### The metal 1 layer

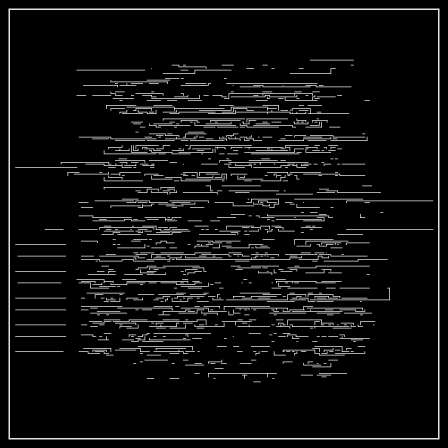
### M2 wires

Scale bar: 20 µm. Cells faint in the background.
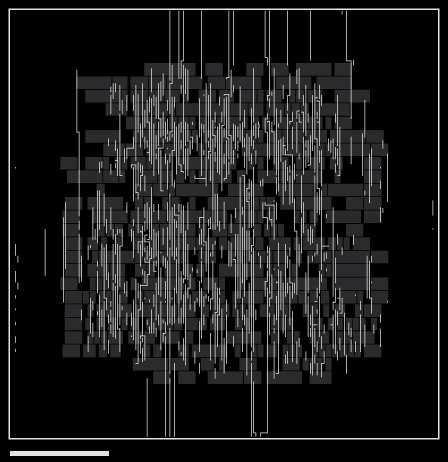
**src/rtl/pulse_arb_pkg.sv**
```systemverilog
// Shared state encoding and default parameter values for pulse_arbiter.
package pulse_arb_pkg;

    typedef enum logic [1:0] {
        IDLE   = 2'd0,
        STROBE = 2'd1,
        GAP    = 2'd2
    } arb_state_t;

    localparam int unsigned N_REQ_DEF  = 4;
    localparam int unsigned ID_W_DEF   = 2;
    localparam int unsigned CNT_W_DEF  = 8;
    localparam int unsigned DROP_W_DEF = 16;

endpackage

```
**src/rtl/pulse_arbiter_if.sv**
```systemverilog
// Request/strobe bundle between requesters (master) and pulse_arbiter (slave).
interface pulse_arbiter_if
    import pulse_arb_pkg::*;
#(
    parameter int unsigned N_REQ  = N_REQ_DEF,
    parameter int unsigned ID_W   = ID_W_DEF,
    parameter int unsigned CNT_W  = CNT_W_DEF,
    parameter int unsigned DROP_W = DROP_W_DEF
);

    logic              enable_i;
    logic [N_REQ-1:0]  req_i;
    logic [CNT_W-1:0]  width_i;
    logic [CNT_W-1:0]  gap_i;
    logic              clear_cnt_i;
    logic              strobe_o;
    logic [ID_W-1:0]   strobe_id_o;
    logic              busy_o;
    logic [N_REQ-1:0]  pending_o;
    logic              drop_o;
    logic [DROP_W-1:0] drop_cnt_o;

    modport master (
        output enable_i, req_i, width_i, gap_i, clear_cnt_i,
        input  strobe_o, strobe_id_o, busy_o, pending_o, drop_o, drop_cnt_o
    );

    modport slave (
        input  enable_i, req_i, width_i, gap_i, clear_cnt_i,
        output strobe_o, strobe_id_o, busy_o, pending_o, drop_o, drop_cnt_o
    );

endinterface

```
**src/rtl/pulse_arbiter_rr_picker.sv**
```systemverilog
// Combinational round-robin picker: first set pending bit at or after the pointer, with wrap.
module rr_picker
    import pulse_arb_pkg::*;
#(
    parameter int unsigned N_REQ = N_REQ_DEF,
    parameter int unsigned ID_W  = ID_W_DEF
) (
    input  logic [N_REQ-1:0] i_pending,
    input  logic [ID_W-1:0]  i_ptr,
    output logic             o_valid,
    output logic [ID_W-1:0]  o_winner
);

    // Each source's rotated distance from the pointer; the nearest pending source wins.
    always_comb begin
        int unsigned w_dist;
        int unsigned w_best;
        o_valid  = 1'b0;
        o_winner = '0;
        w_best   = N_REQ;
        w_dist   = 0;
        for (int unsigned i = 0; i < N_REQ; i++) begin
            w_dist = (i + N_REQ - 32'(i_ptr)) % N_REQ;
            if (i_pending[i] && (w_dist < w_best)) begin
                w_best   = w_dist;
                o_valid  = 1'b1;
                o_winner = ID_W'(i);
            end
        end
    end

endmodule

```
**src/rtl/pulse_arbiter.sv**
```systemverilog
// Round-robin arbiter sharing one strobe line among N_REQ pulse requesters.
module pulse_arbiter
    import pulse_arb_pkg::*;
#(
    parameter int unsigned N_REQ  = N_REQ_DEF,
    parameter int unsigned ID_W   = ID_W_DEF,
    parameter int unsigned CNT_W  = CNT_W_DEF,
    parameter int unsigned DROP_W = DROP_W_DEF
) (
    input  logic           clk_i,
    input  logic           resetn_i,
    pulse_arbiter_if.slave arb
);

    arb_state_t        r_state;
    arb_state_t        w_next_state;
    logic [ID_W-1:0]   r_ptr;
    logic [ID_W-1:0]   r_id;
    logic [ID_W-1:0]   w_winner;
    logic [ID_W-1:0]   w_ptr_next;
    logic [CNT_W-1:0]  r_cnt;
    logic [CNT_W-1:0]  w_width_m1;
    logic [N_REQ-1:0]  r_pending;
    logic [N_REQ-1:0]  w_grant_vec;
    logic [N_REQ-1:0]  w_drop_vec;
    logic [DROP_W-1:0] r_drop_cnt;
    logic              r_strobe;
    logic              r_busy;
    logic              r_drop;
    logic              w_valid;
    logic              w_grant;
    logic              w_drop;
    logic              w_strobe_nxt;
    logic              w_busy_nxt;

    rr_picker #(
        .N_REQ (N_REQ),
        .ID_W  (ID_W)
    ) u_picker (
        .i_pending (r_pending),
        .i_ptr     (r_ptr),
        .o_valid   (w_valid),
        .o_winner  (w_winner)
    );

    assign w_grant     = (r_state == IDLE) && arb.enable_i && w_valid;
    assign w_grant_vec = w_grant ? (N_REQ'(1) << w_winner) : '0;
    assign w_drop_vec  = arb.req_i & r_pending & ~w_grant_vec;
    assign w_drop      = |w_drop_vec;
    assign w_width_m1  = (arb.width_i == '0) ? '0 : arb.width_i - CNT_W'(1);
    assign w_ptr_next  = (w_winner == ID_W'(N_REQ - 1)) ? '0 : w_winner + ID_W'(1);

    always_ff @(posedge clk_i) begin
        if (!resetn_i) begin
            r_state  <= IDLE;
            r_strobe <= 1'b0;
            r_busy   <= 1'b0;
        end else begin
            r_state  <= w_next_state;
            r_strobe <= w_strobe_nxt;
            r_busy   <= w_busy_nxt;
        end
    end

    always_comb begin
        w_next_state = r_state;
        unique case (r_state)
            IDLE:    if (w_grant) w_next_state = STROBE;
            STROBE:  if (r_cnt == '0) w_next_state = (arb.gap_i != '0) ? GAP : IDLE;
            GAP:     if (r_cnt == CNT_W'(1)) w_next_state = IDLE;
            default: w_next_state = IDLE;
        endcase
    end

    // Strobe and busy are registered copies of the state the FSM is entering.
    always_comb begin
        w_strobe_nxt = (w_next_state == STROBE);
        w_busy_nxt   = (w_next_state != IDLE);
    end

    always_ff @(posedge clk_i) begin
        if (!resetn_i) begin
            r_cnt <= '0;
            r_id  <= '0;
            r_ptr <= '0;
        end else if (w_grant) begin
            r_cnt <= w_width_m1;
            r_id  <= w_winner;
            r_ptr <= w_ptr_next;
        end else if (r_state == STROBE) begin
            r_cnt <= (r_cnt == '0) ? arb.gap_i : r_cnt - CNT_W'(1);
        end else if (r_state == GAP) begin
            r_cnt <= r_cnt - CNT_W'(1);
        end
    end

    // A new request on the grant edge re-sets the bit after the grant clears it.
    always_ff @(posedge clk_i) begin
        if (!resetn_i) begin
            r_pending  <= '0;
            r_drop     <= 1'b0;
            r_drop_cnt <= '0;
        end else begin
            r_pending <= (r_pending & ~w_grant_vec) | arb.req_i;
            r_drop    <= w_drop;
            if (arb.clear_cnt_i) begin
                r_drop_cnt <= '0;
            end else if (w_drop && (r_drop_cnt != '1)) begin
                r_drop_cnt <= r_drop_cnt + DROP_W'(1);
            end
        end
    end

    assign arb.strobe_o    = r_strobe;
    assign arb.strobe_id_o = r_id;
    assign arb.busy_o      = r_busy;
    assign arb.pending_o   = r_pending;
    assign arb.drop_o      = r_drop;
    assign arb.drop_cnt_o  = r_drop_cnt;

endmodule

```
**src/flat_wrapper.sv**
```systemverilog
// flat-port wrapper written by rule: the top's interface ports become plain ports
module pulse_arbiter_flat import pulse_arb_pkg::*;
#(
    parameter int unsigned N_REQ  = N_REQ_DEF,
    parameter int unsigned ID_W   = ID_W_DEF,
    parameter int unsigned CNT_W  = CNT_W_DEF,
    parameter int unsigned DROP_W = DROP_W_DEF
)
  (clk_i, resetn_i, arb_enable_i, arb_req_i, arb_width_i, arb_gap_i, arb_clear_cnt_i, arb_strobe_o, arb_strobe_id_o, arb_busy_o, arb_pending_o, arb_drop_o, arb_drop_cnt_o);
  pulse_arbiter_if #(.N_REQ(N_REQ), .ID_W(ID_W), .CNT_W(CNT_W), .DROP_W(DROP_W)) arb_i ();
  input  logic clk_i;
  input  logic resetn_i;
  input wire logic [$bits(arb_i.enable_i)-1:0] arb_enable_i;
  input wire logic [$bits(arb_i.req_i)-1:0] arb_req_i;
  input wire logic [$bits(arb_i.width_i)-1:0] arb_width_i;
  input wire logic [$bits(arb_i.gap_i)-1:0] arb_gap_i;
  input wire logic [$bits(arb_i.clear_cnt_i)-1:0] arb_clear_cnt_i;
  output wire logic [$bits(arb_i.strobe_o)-1:0] arb_strobe_o;
  output wire logic [$bits(arb_i.strobe_id_o)-1:0] arb_strobe_id_o;
  output wire logic [$bits(arb_i.busy_o)-1:0] arb_busy_o;
  output wire logic [$bits(arb_i.pending_o)-1:0] arb_pending_o;
  output wire logic [$bits(arb_i.drop_o)-1:0] arb_drop_o;
  output wire logic [$bits(arb_i.drop_cnt_o)-1:0] arb_drop_cnt_o;
  assign arb_i.enable_i = arb_enable_i;
  assign arb_i.req_i = arb_req_i;
  assign arb_i.width_i = arb_width_i;
  assign arb_i.gap_i = arb_gap_i;
  assign arb_i.clear_cnt_i = arb_clear_cnt_i;
  assign arb_strobe_o = arb_i.strobe_o;
  assign arb_strobe_id_o = arb_i.strobe_id_o;
  assign arb_busy_o = arb_i.busy_o;
  assign arb_pending_o = arb_i.pending_o;
  assign arb_drop_o = arb_i.drop_o;
  assign arb_drop_cnt_o = arb_i.drop_cnt_o;
  pulse_arbiter #(.N_REQ(N_REQ), .ID_W(ID_W), .CNT_W(CNT_W), .DROP_W(DROP_W)) u_core (.clk_i(clk_i), .resetn_i(resetn_i), .arb(arb_i));
endmodule
```
**config.mk**
```make
export PLATFORM = sky130hd
export DESIGN_NAME = pulse_arbiter_flat
export DESIGN_NICKNAME = d
export VERILOG_FILES = /design/src/rtl/pulse_arb_pkg.sv /design/src/rtl/pulse_arbiter_if.sv /design/src/rtl/pulse_arbiter_rr_picker.sv /design/src/rtl/pulse_arbiter.sv /design/src/flat_wrapper.sv
export SDC_FILE = /design/constraint.sdc
export NUM_CORES = 1
export LEC_CHECK = 0
export ABC_AREA = 1
export CAP_MARGIN = 25
export CORE_MARGIN = 10
export CORE_UTILIZATION = 58
export CTS_BUF_LIST = sky130_fd_sc_hd__clkbuf_4
export CTS_CLUSTER_SIZE = 30
export DETAILED_ROUTE_END_ITERATION = 10
export PLACE_DENSITY = 0.88
export SYNTH_ARGS = -nofsm -noshare
export SYNTH_HDL_FRONTEND = slang
export SYNTH_SLANG_ARGS = --single-unit
export TNS_END_PERCENT = 50
```
**constraint.sdc**
```tcl
create_clock -name clk_i -period 10.3 [get_ports clk_i]
set_clock_uncertainty 0.15 [all_clocks]
set_input_delay 2.06 -clock clk_i [delete_from_list [all_inputs] [get_ports clk_i]]
set_output_delay 2.06 -clock clk_i [all_outputs]
set_load 0.02 [all_outputs]
```
==> results.toml <==
# flow metrics
[layout]
layout.cells.non_filler = 467
regArea_um2 = 741
clock_tree_area_fraction_pct = 2.65
logic_area_um2 = 1590
drive_above_1_share_pct = 10.4
utilization_pct = 72.6
largest_reg_flops = 16
finalInstanceArea_um2 = 3160
dominant_cells = "logic gates"
n_sequential_cell = 37
syn2layout_area_growth_pct = 21.9
num-nonclk-inverters = 53
diodes = 0
fillCellCount = 357
buffers = 48
comb.multi_input.count = 269
finalNetCount = 452
buffer_area_share_pct = 15.2
comb_share_pct = 50.3
nClkBuffers = 5

[yosys]
yosys.area_share.adder_pct = 6.76
aoi_share_pct = 17.1
ff_type = "dfxtp_1"
ys_seq_share_pct = 28.6
synth.cellmix.xorXnorShare_pct = 7.10
synth-edff-count = 0
syn_nets = 407
synthArstFlopShare_pct = 0
area_leaders = "dfxtp_1, nand2_1, inv_1"
netlist_instances = 369
top_logic_kind = "simple AND/OR/NAND/NOR gates"
avgSynthCellArea_um2 = 7.02
ys_types = 38
ys_top_cells_by_count = "nand2_1, inv_1, dfxtp_1"
yosys.area.top_type = "dfxtp_1"
mux_share_pct = 0
ys_chip_area_um2 = 2590
ys_cells = 369
ys.flops = 37
ys_warn_count = 0

[clock_tree]
cts_root_buf = "clkbuf_4"
cts_buffer_depth = 2
post_cts_resize_count = 0
cts_setup_buffers = 0
ctsHtreeMaxLevel = 2
clkTransAtPathRegs_ps = 130
hold_buffers = 0
cts_sinks = 37

[worst_setup_path]
r2r_start = "u_core.r_ptr[0]"
r2r_cells = 26
cp-endpoint = "u_core.arb.drop_cnt_o[1]"
r2r_setup_slack_ps = 6600
cp.required_ps = 10420
cp_max_fo = 17
end_kind = "register"
start_kind = "input pin"
arrival_ps = 3970
cp-startpoint = "arb_enable_i"
crit_type = "input pin to register"

[global_routing]
overflow = 0
grt_pass1_vias = 2556
grt_max_degree = 18
grt_first_pass_wirelength_um = 10800
grt_usage_pct = 16.9
antenna_found_initial = 0

[placement]
place_inst = 459
dpl-instance-area_um2 = 3080
place_congestion = 0.945

[sta]
finalSetupTns_ps = 0
period_used_pct = 37.3
fin_ws_ps = 6450
hold_viol_final = 0
rsz0062_at_grt = "no"
min_period_ps = 3850
worst_pin_slew_ps = 647
setup_viol = 0
max_freq_ghz = 0.260
slew_headroom_pct = 56.8

[power_and_ir_drop]
power_leader = "combinational logic"
pwr-share-seq_pct = 35.9
clkPwrFrac_pct = 19.6
peakVddDrop_mv = 0.111
leakagePower_nw = 1.29
p_per_area_nw_per_um2 = 170
power.share.combinational_pct = 44.4
intPower_uw = 315
comb_power_uw = 239
switchingPower_uw = 223

[floorplan]
chip_area_um2 = 7540
die_h_um = 86.8
coreArea_um2 = 4350
initial_core_util_pct = 59.5
io-pin-count = 49
rows = 24
taps = 52
die_w_um = 86.8

[job]
max-cap-violations = 0

[outcome]
status = "finished clean"

[drt]
dr.first_iter.drc_count = 180
ant_nets = 0
firstDrtPassIters = 4

[worst_hold_path]
min_path_type = "register to register"
-- 'The metal 1 layer' (at the start) --
share of all routed wire	44%
nets with wire on the layer	410
main direction	horizontal

-- 'M2 wires' (at the start) --
main direction	vertical
wire length on this layer	2980 µm
share of all routed wire	47%
nets with wire on the layer	364
routed wire length: 6390 µm
routed vias: 2577
GR met2 Demand/Resource: 28.5%

-- worst min path at each step --
stage | depth (start not counted) | from | endpoint | slack [ps]
2_1_floorplan | 2 | u_core.r_ptr[0] | u_core.r_ptr[0] | 340
6_report | 2 | u_core.arb.drop_cnt_o[3] | u_core.arb.drop_cnt_o[3] | 360
3_5_place_dp | 2 | u_core.arb.drop_cnt_o[3] | u_core.arb.drop_cnt_o[3] | 340
4_1_cts | 2 | u_core.arb.drop_cnt_o[3] | u_core.arb.drop_cnt_o[3] | 360
5_1_grt | 2 | u_core.arb.drop_cnt_o[3] | u_core.arb.drop_cnt_o[3] | 400
3_3_place_gp | 2 | u_core.arb.drop_cnt_o[3] | u_core.arb.drop_cnt_o[3] | 330
-- layout by cell type, fill, tap and decap left out, types with 13 or more instances in the layout --
master	synthesis	final
ha_1	14	14
o21ai_0	21	21
nand2_1	65	65
xor2_1	13	13
nor2_1	35	35
nand3_1	28	28
clkdlybuf4s50_1	0	48
dfxtp_1	37	37
inv_1	49	49
a21oi_1	24	24
-- critical path: stages --
cell	delay [ps]
clkdlybuf4s50_1	450
nand2_1	50
inv_1	60
nand2_2	160
inv_2	240
nand2_1	110
nand3_1	90
nand2_1	70
inv_2	80
nand2_4	150
nand2_4	210
inv_1	90
nor2_1	90
nor2_1	60
-- per-layer routing --
layer | up-vias | global-route usage [%] | part of all wire [%] | wire, µm
met5 | - | 0 | 0 | 0
met4 | 0 | 6.77 | 1.5 | 93
met3 | 12 | 3.56 | 7.8 | 497
met1 | 1176 | 20.1 | 44 | 2820
li1 | 1299 | - | - | -
met2 | 90 | 28.5 | 47 | 2980
Power is estimated from default activity; no workload was simulated.
